`src/rtl/freq_meter_pkg.sv`:
```
// Shared types and constants for the frequency meter measurement path.
package freq_meter_pkg;

    localparam int unsigned BCD_W   = 16;
    localparam int unsigned STATE_W = 2;

    localparam logic [BCD_W-1:0] BCD_MAX = 16'h9999;

    localparam logic RANGE_NARROW = 1'b0;
    localparam logic RANGE_WIDE   = 1'b1;

    typedef enum logic [STATE_W-1:0] {
        S_CLEAR  = 2'd0,
        S_GATE   = 2'd1,
        S_SETTLE = 2'd2,
        S_DECIDE = 2'd3
    } state_e;

    // True when the leading BCD digit is zero, i.e. the count is below 1000.
    function automatic logic bcd_below_1000(input logic [BCD_W-1:0] v);
        return (v[BCD_W-1 -: 4] == 4'd0);
    endfunction

endpackage

```
`src/rtl/gate_timer.sv`:
```
// Loadable down-counter with a zero flag; times both the gate and settle phases.
module gate_timer #(
    parameter int unsigned TW = 27
) (
    input  logic          clk,
    input  logic          reset,
    input  logic          load_i,
    input  logic [TW-1:0] load_val_i,
    output logic          zero_o
);

    logic [TW-1:0] cnt_q;
    logic [TW-1:0] cnt_d;

    // Load wins; otherwise count down and park at zero.
    always_comb begin
        cnt_d = cnt_q;
        if (load_i) begin
            cnt_d = load_val_i;
        end else if (cnt_q != '0) begin
            cnt_d = cnt_q - TW'(1);
        end
    end

    always_ff @(posedge clk) begin
        if (reset) begin
            cnt_q <= '0;
        end else begin
            cnt_q <= cnt_d;
        end
    end

    assign zero_o = (cnt_q == '0);

endmodule

```
`src/rtl/freq_range_ctrl.sv`:
```
// Gate/clear/latch sequencer for the BCD event counter with auto-ranging divider select.
// Optional FREQ_RANGE_CTRL_HOLD_EN adds a 'hold' input that freezes the displayed result.
module freq_range_ctrl
    import freq_meter_pkg::*;
#(
    parameter int unsigned GATE_CYCLES   = 100_000_000,
    parameter int unsigned SETTLE_CYCLES = 4,
    parameter int unsigned TW            = 27
) (
    input  logic             clk,
    input  logic             reset,
`ifdef FREQ_RANGE_CTRL_HOLD_EN
    input  logic             hold,
`endif
    input  logic             auto,
    input  logic             manual_range,
    input  logic [BCD_W-1:0] cnt_value,
    input  logic             cnt_ovf,
    output logic             cnt_clr,
    output logic             cnt_en,
    output logic             range,
    output logic [BCD_W-1:0] result,
    output logic             result_range,
    output logic             over_range,
    output logic             result_valid
);

    state_e           state_q;
    state_e           state_d;

    logic             range_q;
    logic             range_d;
    logic             ovf_seen_q;
    logic             ovf_seen_d;
    logic [BCD_W-1:0] result_q;
    logic [BCD_W-1:0] result_d;
    logic             result_range_q;
    logic             result_range_d;
    logic             over_range_q;
    logic             over_range_d;
    logic             result_valid_q;
    logic             result_valid_d;
    logic             cnt_en_q;
    logic             cnt_en_d;

    logic             tmr_load_c;
    logic [TW-1:0]    tmr_val_c;
    logic             tmr_zero;
    logic             hold_c;

`ifdef FREQ_RANGE_CTRL_HOLD_EN
    assign hold_c = hold;
`else
    assign hold_c = 1'b0;
`endif

    gate_timer #(
        .TW(TW)
    ) u_gate_timer (
        .clk        (clk),
        .reset      (reset),
        .load_i     (tmr_load_c),
        .load_val_i (tmr_val_c),
        .zero_o     (tmr_zero)
    );

    // State and output registers.
    always_ff @(posedge clk) begin
        if (reset) begin
            state_q        <= S_CLEAR;
            range_q        <= RANGE_NARROW;
            ovf_seen_q     <= 1'b0;
            result_q       <= '0;
            result_range_q <= RANGE_NARROW;
            over_range_q   <= 1'b0;
            result_valid_q <= 1'b0;
            cnt_en_q       <= 1'b0;
        end else begin
            state_q        <= state_d;
            range_q        <= range_d;
            ovf_seen_q     <= ovf_seen_d;
            result_q       <= result_d;
            result_range_q <= result_range_d;
            over_range_q   <= over_range_d;
            result_valid_q <= result_valid_d;
            cnt_en_q       <= cnt_en_d;
        end
    end

    // Next-state logic: the timer zero flag ends the gate and settle phases.
    always_comb begin
        state_d = state_q;
        unique case (state_q)
            S_CLEAR:  state_d = S_GATE;
            S_GATE:   if (tmr_zero) state_d = S_SETTLE;
            S_SETTLE: if (tmr_zero) state_d = S_DECIDE;
            S_DECIDE: state_d = S_CLEAR;
            default:  state_d = S_CLEAR;
        endcase
    end

    // Output / datapath logic.
    always_comb begin
        tmr_load_c     = 1'b0;
        tmr_val_c      = '0;
        range_d        = range_q;
        ovf_seen_d     = ovf_seen_q;
        result_d       = result_q;
        result_range_d = result_range_q;
        over_range_d   = over_range_q;
        result_valid_d = 1'b0;
        cnt_en_d       = (state_d == S_GATE);

        unique case (state_q)
            S_CLEAR: begin
                tmr_load_c = 1'b1;
                tmr_val_c  = TW'(GATE_CYCLES - 1);
                ovf_seen_d = 1'b0;
                if (!auto) begin
                    range_d = manual_range;
                end
            end
            S_GATE: begin
                if (cnt_ovf) begin
                    ovf_seen_d = 1'b1;
                end
                if (tmr_zero) begin
                    tmr_load_c = 1'b1;
                    tmr_val_c  = TW'(SETTLE_CYCLES - 1);
                end
            end
            S_SETTLE: begin
                // Late ripple from the counter still counts as an overflow.
                if (cnt_ovf) begin
                    ovf_seen_d = 1'b1;
                end
            end
            S_DECIDE: begin
                if (auto && ovf_seen_q && (range_q == RANGE_NARROW)) begin
                    range_d = RANGE_WIDE;
                end else if (auto && !ovf_seen_q && (range_q == RANGE_WIDE) &&
                             bcd_below_1000(cnt_value)) begin
                    range_d = RANGE_NARROW;
                end else if (!hold_c) begin
                    result_d       = cnt_value;
                    result_range_d = range_q;
                    over_range_d   = ovf_seen_q;
                    result_valid_d = 1'b1;
                end
            end
            default: ;
        endcase
    end

    // Clear is a decode of the state flops, held off while reset is asserted.
    assign cnt_clr      = (state_q == S_CLEAR) && !reset;
    assign cnt_en       = cnt_en_q;
    assign range        = range_q;
    assign result       = result_q;
    assign result_range = result_range_q;
    assign over_range   = over_range_q;
    assign result_valid = result_valid_q;

endmodule

```
`config.mk`:
```
export PLATFORM = sky130hd
export DESIGN_NAME = freq_range_ctrl
export DESIGN_NICKNAME = d
export VERILOG_FILES = /design/src/rtl/freq_meter_pkg.sv /design/src/rtl/gate_timer.sv /design/src/rtl/freq_range_ctrl.sv
export SDC_FILE = /design/constraint.sdc
export NUM_CORES = 1
export LEC_CHECK = 0
export CORE_MARGIN = 5
export CORE_UTILIZATION = 35
export DETAILED_ROUTE_END_ITERATION = 10
export DONT_BUFFER_PORTS = 1
export PLACE_DENSITY = 0.5
export REMOVE_ABC_BUFFERS = 1
export SETUP_SLACK_MARGIN = 0.3
export SYNTH_ARGS = -nofsm -noshare
export SYNTH_HDL_FRONTEND = slang
export SYNTH_SLANG_ARGS = --single-unit
```
`constraint.sdc`:
```
create_clock -name clk -period 3.57 [get_ports clk]
set_input_delay 0.357 -clock clk [delete_from_list [all_inputs] [get_ports clk]]
set_output_delay 0.357 -clock clk [all_outputs]
set_load 0.1 [all_outputs]
```
**Run 1: register map, names as in the netlist**

Bar = 20 um.
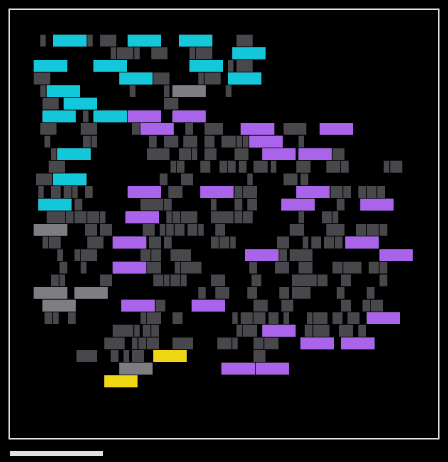
legend:
  `result`:
    colour: cyan
    placed_flops: 16
    where: upper left
  `u_gate_timer.cnt_q`:
    colour: purple
    placed_flops: 27
  `state_q`:
    colour: yellow
    placed_flops: 2
sequential group power: 0.000619 W
final core occ: 37.9%
proportion of cell area occupied by registers: 40.3%
sequential cell area: 1020 um^2

**Run 1: congestion heat map**

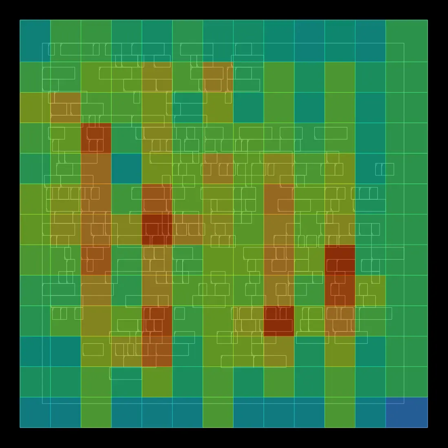
Global Route met1 Usage: 16.4%
met3 usage in global routing: 3.53%

==> out/qor.log, run 1 <==
[run_status] run status finished, final reports clean
[critical_path] critical path cell sequence or4_4 -> nand4b_2 -> or2_0 -> o31ai_1 -> o21a_1
[grt] maximum number of pins on one net before global-route repair 40
[pwr] combinational logic power 0.000118 W
[final_timing] highest clock frequency the design can meet 0.411 GHz
[yosys] share of flip-flops with an asynchronous set or reset after synthesis 0%
[final_timing] skew final 0.00687 ns
[final_layout] relative area change from synthesis to final layout 6.81%
[clock_tree] worst-skew pair later-pin latency 0.31 ns
[routing] 1st-pass router iterations 4
[pwr] overall power of the completed layout 0.00109 W
[final_layout] area of the multi-input gates 1260 um^2
[flow_run] max cap viols 0
[final_layout] post-route standard cell area excluding fillers 2530 um^2
[hold_path] Hold Path Stages 1
[pwr] clock network fraction of design power 32.6%
[final_timing] final-report max-slew violation count 0
[critical_path] Critical Path RT 3.83 ns
[pwr] NetSw 0.000310 W
[clock_tree] number of CTS-inserted buffers 5
[critical_path] critical-path cell with the highest stage delay sky130_fd_sc_hd__or4_4
[final_layout] Seq Cell Count 51
[routing] Iter 0 DRT Violations 47
[final_timing] final hold violation count 0
[routing] via count normalized by instance count 5.42
[clock_tree] # resized after CTS 0
[final_layout] Antenna Cells 0
[die] die area 8520 um^2
[pwr] top power consumer group sequential cells
[final_layout] fillers 699
[pwr] reported clock group power 0.000356 W
[final_layout] nonclk buf count 3
[critical_path] Max FO, Critical Path 18
[yosys] top cells by area sky130_fd_sc_hd__dfxtp_1, sky130_fd_sc_hd__mux2i_1, sky130_fd_sc_hd__nor2_1, sky130_fd_sc_hd__xor2_1, sky130_fd_sc_hd__nor3_1
[yosys] Top-area cell share 43.1%
[die] number of tap cells inserted 80
[final_timing] slew margin rel. 34.4%
[yosys] number of instances in the synthesized netlist 265
[yosys] number of synthesized register bits 51
[clock_tree] number of H-tree branching levels 2
[hold_path] terminating pin of the worst hold path ovf_seen_q$_SDFFE_PP0P_
[critical_path] count of cells along the worst register-to-register path 5
[clock_tree] clock root buffer sky130_fd_sc_hd__clkbuf_8
[critical_path] register-to-register setup slack 1.14 ns
[critical_path] worst r2r dst cnt_en$_SDFF_PP0_
[critical_path] worst flop-to-flop path startpoint u_gate_timer.cnt_q[18]$_SDFFE_PP0P_
[placed_design] DP Area 2430 um^2
[clock_tree] maximum number of buffers from clock root to sink 2
[grt] overall routing resource usage 12.4%
[die] number of rows created at floorplan 30
[yosys] top cells by instance count after synthesis sky130_fd_sc_hd__dfxtp_1, sky130_fd_sc_hd__nor2_1, sky130_fd_sc_hd__nor3_1
[yosys] Post-synth EDFFs 0
[final_layout] combinational gates 193
[grt] wire length of the first global-routing pass 8660 um
**Run 1: metal 1**

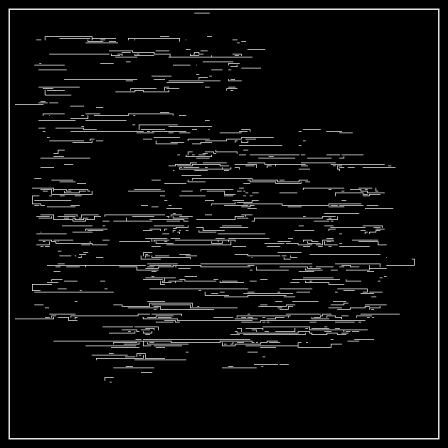
longest straight run: 25.3 um
wire length on this layer: 2440 um
total number of vias: 1864
final wirelength: 5090 um

[run 1: logic make-up after synthesis]
family / Yosys count / synth area share [%]
AND/OR/NAND/NOR: 113 / 26.2
XOR/XNOR: 13 / 4.80
buffers and inverters: 21 / 3.85
AND-OR/OR-AND: 45 / 12.1
flip-flops: 51 / 43.1
adder cells (fa/ha/maj): 6 / 3.17
multiplexers: 16 / 6.76
[run 1: per-layer routing]
layer / wire (um) / track usage (%) / share of wire [%]
met5: 0 / 0 / 0
met4: 55 / 3.71 / 1.1
met3: 282 / 3.53 / 5.5
met2: 2320 / 19.6 / 45
met1: 2440 / 16.4 / 48
==> run 2, diff against run 1 <==
- PLACE_DENSITY: 0.5 -> 0.52
- clock period: 3.57 -> 2.15 ns (I/O delays scaled with it)
==> out/qor.log, run 2 <==
[grt] maximum number of pins on one net before global-route repair 40
[yosys] Largest logic family simple AND/OR/NAND/NOR gates
[routing] Iter 0 DRT Violations 105
[die] die area 8520 um^2
[die] number of rows created at floorplan 30
[routing] wire length on met3 414 um
[critical_path] critical-path cell with the highest stage delay sky130_fd_sc_hd__or4_4
[run_status] violated checks setup timing
[final_layout] sequential cell area 1030 um^2
[placed_design] DP Area 2750 um^2
[run_status] run status finished, violations left
[final_layout] Seq Cell Count 51
[grt] overall routing resource usage 14.3%
[final_timing] final-report max-slew violation count 0
[grt] wire length of the first global-routing pass 9960 um
[yosys] adder and majority gate portion of the synthesized area 3.17%
[final_layout] combinational gates 193
[routing] wire length on met1 2910 um
[final_layout] final core occ 53.3%
[pwr] overall power of the completed layout 0.00203 W
[die] number of tap cells inserted 80
[final_timing] final hold violation count 0
[critical_path] Critical Path RT 2.39 ns
[critical_path] register-to-register setup slack -0.03 ns
[final_timing] slew margin rel. 68.0%
[final_timing] highest clock frequency the design can meet 0.460 GHz
[final_layout] fillers 607
[yosys] top cells by instance count after synthesis sky130_fd_sc_hd__dfxtp_1, sky130_fd_sc_hd__nor2_1, sky130_fd_sc_hd__nor3_1
[clock_tree] number of CTS-inserted buffers 5
[pwr] top power consumer group sequential cells
[yosys] Simple Share, Synth 26.2%
[final_layout] area of the multi-input gates 1660 um^2
[yosys] number of instances in the synthesized netlist 265
[yosys] share of flip-flops with an asynchronous set or reset after synthesis 0%
[pwr] clock network fraction of design power 28.8%
[pwr] sequential group power 0.00103 W
[routing] via count normalized by instance count 5.37
[critical_path] critical path cell sequence or4_4 -> or3_4 -> or2_4 -> or4b_4 -> a21oi_2
[clock_tree] clock root buffer sky130_fd_sc_hd__clkbuf_8
[final_layout] post-route standard cell area excluding fillers 3560 um^2
[pwr] reported clock group power 0.000586 W
[final_layout] proportion of cell area occupied by registers 29.1%
[yosys] top cells by area sky130_fd_sc_hd__dfxtp_1, sky130_fd_sc_hd__mux2i_1, sky130_fd_sc_hd__nor2_1, sky130_fd_sc_hd__xor2_1, sky130_fd_sc_hd__nor3_1
[final_layout] Antenna Cells 0
[final_timing] min setup slack post-route -0.0258 ns
[final_timing] final setup violation count 1
[final_layout] nonclk buf count 72
[pwr] combinational logic power 0.000418 W
[flow_run] max cap viols 0
[yosys] XOR/XNOR Fraction of Synth Area 4.80%
[pwr] NetSw 0.000616 W
[clock_tree] number of H-tree branching levels 2
[routing] uppermost metal layer occupied by signal nets met4
[yosys] Top-area cell share 43.1%
[clock_tree] worst-skew pair later-pin latency 0.30 ns
[clock_tree] maximum number of buffers from clock root to sink 2
[yosys] mux share of post-synthesis cell area 6.76%
[final_timing] share of the clock period used by the worst path after layout 101%
-- run 2: cell counts after synthesis --
No cell type changed its count.
-- run 2: path summary, 6_finish.rpt --
kind	to	cells after the start	start
worst max-delay path	u_gate_timer.cnt_q[25]$_SDFFE_PP0P_	5	u_gate_timer.cnt_q[19]$_SDFFE_PP0P_
worst min-delay path	ovf_seen_q$_SDFFE_PP0P_	2	cnt_ovf
worst max register to register	u_gate_timer.cnt_q[25]$_SDFFE_PP0P_	5	u_gate_timer.cnt_q[19]$_SDFFE_PP0P_
worst min register to register	state_q[0]$_SDFF_PP0_	1	state_q[0]$_SDFF_PP0_
-- run 2: per-layer routing --
metal	vias up	GRT usage, %
met4	0	3.09
met5	-	0
li1	1099	-
met2	58	23.5
met1	1049	18.3
met3	12	4.76
**Run 2: signal wires on met3**

Bar = 20 um.
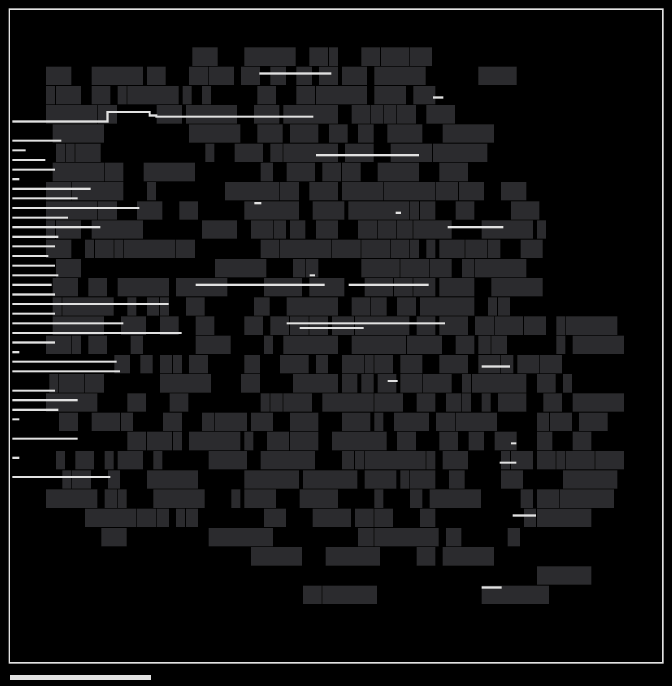
main direction: horizontal
share of all routed wire: 6.1%
met3 usage in global routing: 4.76%
total number of vias: 2218

**Run 2: metal 1**

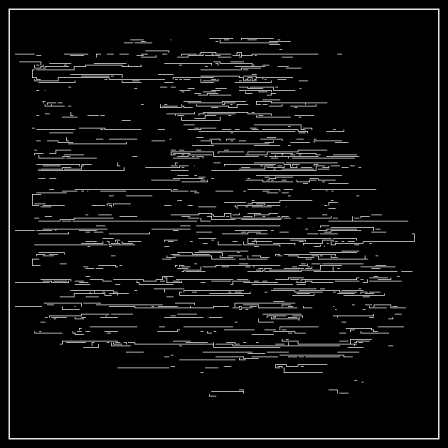
wire length on this layer: 2910 um
share of all routed wire: 43%
final wirelength: 6840 um
Global Route met1 Usage: 18.3%

No activity file was given, so power comes from the tool's default toggle rates.
